==> images/density.png <==
The die is cut into 7 by 9 equal tiles; white is low, dark blue is high, 0 to 100% covered.
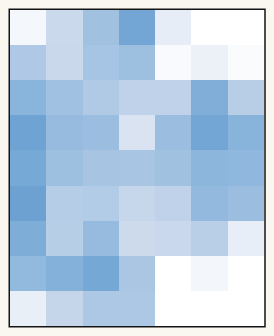
==> images/pins.png <==
Pins as bars across the die edge, other pins in gray.
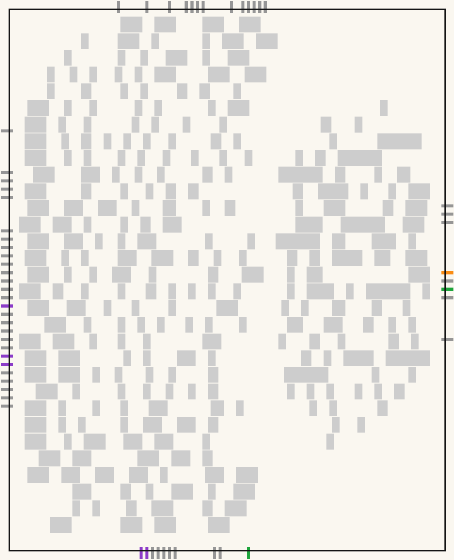
==> images/clock_map.png <==
The bar under the picture is 20 µm long.
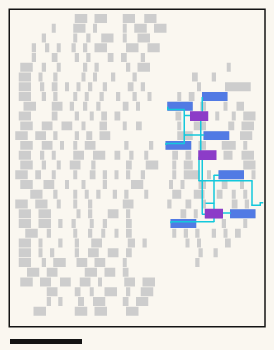
==> images/met3.png <==
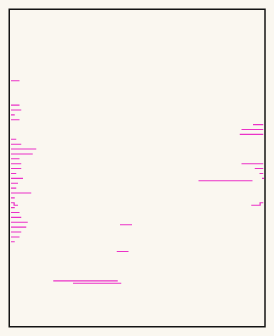
==> images/final_placement.png <==
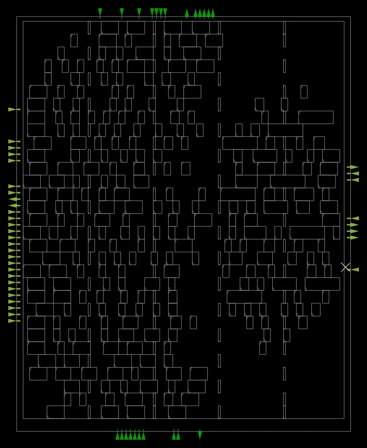
Design hazard_scheduler_flat, sky130hd; sources not shown.
==> qor.csv <==
stage,metric,value,unit
critical_path,rrSetupSlack,2.49,ns
timing,worst_pin_slew,0.3528,ns
synthesis,ys_chip_area,0.001244,mm²
timing,fin_setup_tns,0,ns
timing,setup_violations,0,
min_path,min_path_type,flip-flop to flip-flop,
power,p_leak,0.9348,nW
power,top_power_group,combinational cells,
critical_path,cpLargestDelayFamily,buffers and inverters,
detailed_routing,wire_per_inst,13.75,µm
power,powerDensity,234.9,mW/mm²
global_routing,grtUsageMet1,0.1695,
global_routing,track_usage,0.1635,
layout,fill_cells,754,
layout,area_delta_synth_final,52.21,%
timing,min_period,3.268,ns
layout,drive_gt1_frac,0.05654,
synthesis,edf_count,0,
detailed_routing,first_iter_violations,26,
power,comb_power_share,0.551,
detailed_routing,ant_nets,0,
timing,hold_viol_final,0,
layout,logic_area,882.1,µm²
timing,post-route-period-util,0.8600,
power,seq-power,0.0940,mW
layout,final_cells,349,
placed_design,dp.cells,345,
placed_design,globalplace.congestion,0.7808,
min_path,hold_depth,2,
critical_path,worst_path_max_delay_cell,clkdlybuf4s50_1,
floorplan,die-area,0.006236,mm²
status,violations,design-rule violations,
synthesis,ys_warn_count,6,
critical_path,r2r_cells,8,
critical_path,crit_chain,clkdlybuf4s50_1 > inv_1 > nand2_1 > nand2_1 > nor2_1 > nand3_1 > nand2_1 > nand2_1 > nand2_1 > nand2_1 > nand2_1 > clkdlybuf4s50_1,
clock_network,numCtsBuffers,3,
synthesis,yosysSeqAreaShare,0.1127,
power,sw_frac_of_total,0.4020,
job,drv_cap,0,
power,ir_drop,0.06948,mV
global_routing,antenna_found_initial,0,
floorplan,ios,58,
critical_path,crit_path_end_kind,primary output,
clock_network,htreeDepth,1,
detailed_routing,vias_per_cell,4.487,
critical_path,cp.arrival,2.70,ns
critical_path,crit_top_cell,nand2_1,
power,finalPower,0.4446,mW
layout,fin_nets,331,
synthesis,ys.flop_type,dfxtp_1,
layout,antenna_cells,0,
clock_network,clock-root-buffer,clkbuf_8,
synthesis,async_flop_share,0,
clock_network,clock-sinks,7,
critical_path,critPathBufInv,3,
floorplan,core,0.005741,mm²
synthesis,synth.avg_cell_area,5.455,µm²
global_routing,grt_pass1_wl,7.879,mm
clock_network,cts_hold_buf,0,
job,warnings,26,
power,power_switching,0.1787,mW
layout,largest_register_ff_count,5,
power,pg_comb,0.245,mW
clock_network,postCtsSetupBuffers,0,
synthesis,synth_cells,228,
detailed_routing,drc,2,
critical_path,max_stage_delay,0.67,ns
global_routing,grt_pass1_vias,1728,
clock_network,cts_max_path_buffers,2,
global_routing,use_met2,0.3435,
layout,layout_top_cells,"77 x nand2_1, 57 x clkdlybuf4s50_1, 39 x inv_1",
status,status,finished with violations,
layout,final_common_cell,nand2_1,
global_routing,busiest_layer,met2,
power,p_int,0.2659,mW
synthesis,ys_seq_elements,7,
global_routing,grt.overflow.total,0,
critical_path,critical_path_class,input port to primary output,
power,power_frac_seq,0.212,
global_routing,grt_start_max_net_pins,13,
clock_network,cts_tree,done,
clock_network,ctsResizeCount,0,
layout,flop_area,140.1,µm²
timing,slew-limit-headroom,0.7641,
critical_path,start_kind,input port,
critical_path,cp.depth,12,
timing,drv_slew,0,
synthesis,synthesis.area,0.001244,mm²
synthesis,yosysCellCount,228,
timing,rsz0062_at_grt,no,
placed_design,dpl.hpwl,4.354,mm
critical_path,cp_max_fo,6,
timing,max_clock_freq,306.0,MHz
synthesis,synth.distinct_cells,21,
detailed_routing,first_pass_iters,12,
critical_path,required,3.23,ns
clock_network,cts.clk_slew.worst_paths,0.04,ns
Notes on density.png above:
The emptiest ninth of the die: bottom right. The fullest tile reaches 54%. The mean over all tiles is 29%. 11% of the tiles are nearly empty.
FP Util: 0.2167
final core occ: 0.3298

Notes on pins.png above:
Key: rst = orange [pins 1, direction input, edge right]; hz_forwardBE = green [pins 2, direction output, edge 1 bottom, 1 right]; hz_rsE = purple [pins 5, direction input, edge 3 left, 2 bottom]
All pins by edge: 27 left, 13 top, 10 bottom, 8 right.
IO buf count: 57
Die Span Y: 88.04 µm
Die W: 70.83 µm

Notes on clock_map.png above:
Key: clock wires = cyan [length 137 µm]; cells driving clock nets = purple [count 3]; flip-flops = blue [count 7]
There are 4 routed clock nets.
Clock Power: 0.105 mW
Insertion Delay late pin: 0.23 ns
clock skew: 0.001536 ns
Clock power frac: 0.237

Notes on met3.png above:
The layer holds 3.0% of the routed length. The layer carries 145 µm of wire. The longest straight run is 17.7 µm.
vias post-DR: 1566
met3 track demand over resource: 0.01726
Total Wirelength: 4.799 mm

Notes on final_placement.png above:
Core Rows: 31
tap cells: 66

[through the flow]
| step | instance area, µm² | util | setup slack, ns | hold slack [ns] |
|---|---|---|---|---|
| after floorplan | 1187 | - | 0.7035 | 0.4730 |
| after global placement | 1848 | 0.3219 | 0.5265 | 0.5005 |
| after detailed placement | 1848 | 0.3219 | 0.4831 | 0.5276 |
| after CTS | 1893 | 0.3298 | 0.4805 | 0.5318 |
| after global routing | 1893 | 0.3298 | 0.3182 | 0.5632 |
| final | 1893 | 0.3298 | 0.5321 | 0.5238 |
[cell families after synthesis]
family / after synthesis / synth area share
xor+xnor: 25 / 0.1761
compound gates: 14 / 0.05835
fa+ha+maj: 2 / 0.02012
simple gates: 129 / 0.4547
flops: 7 / 0.1127
buf+inv: 51 / 0.1781
[per-layer routing]
metal | part of all wire | wire (µm)
met5 | 0 | 0
met4 | 0.0050 | 24
met3 | 0.030 | 145
met2 | 0.57 | 2754
met1 | 0.39 | 1875
[cells in the mapped netlist (all sizes together) (2+ instances only)]
cell    n  share of area
inv    44           0.13
xnor2  17           0.12
nand3  16          0.064
nor2   21          0.082
dfxtp   7           0.11
buf     7          0.045
o21ai   4          0.016
xor2    8          0.056
nand4   2          0.010
nor3    9          0.044
ha      2          0.020
nand2  80           0.25
a21oi   9          0.036
[tightest hold or removal path: stages, from the launching register on]
cell     delay [ns]
dfxtp_1        0.34
nand3_1        0.09
nand2_1        0.05
[cell type report]
class | instances | share of cell area
Multi-Input combinational cell | 170 | 0.4660
Timing Repair Buffer | 58 | 0.3054
Inverter | 44 | 0.08724
Sequential cell | 7 | 0.07402
Tap cell | 66 | 0.04362
Clock buffer | 4 | 0.02379
No activity file was given, so power comes from the tool's default toggle rates.
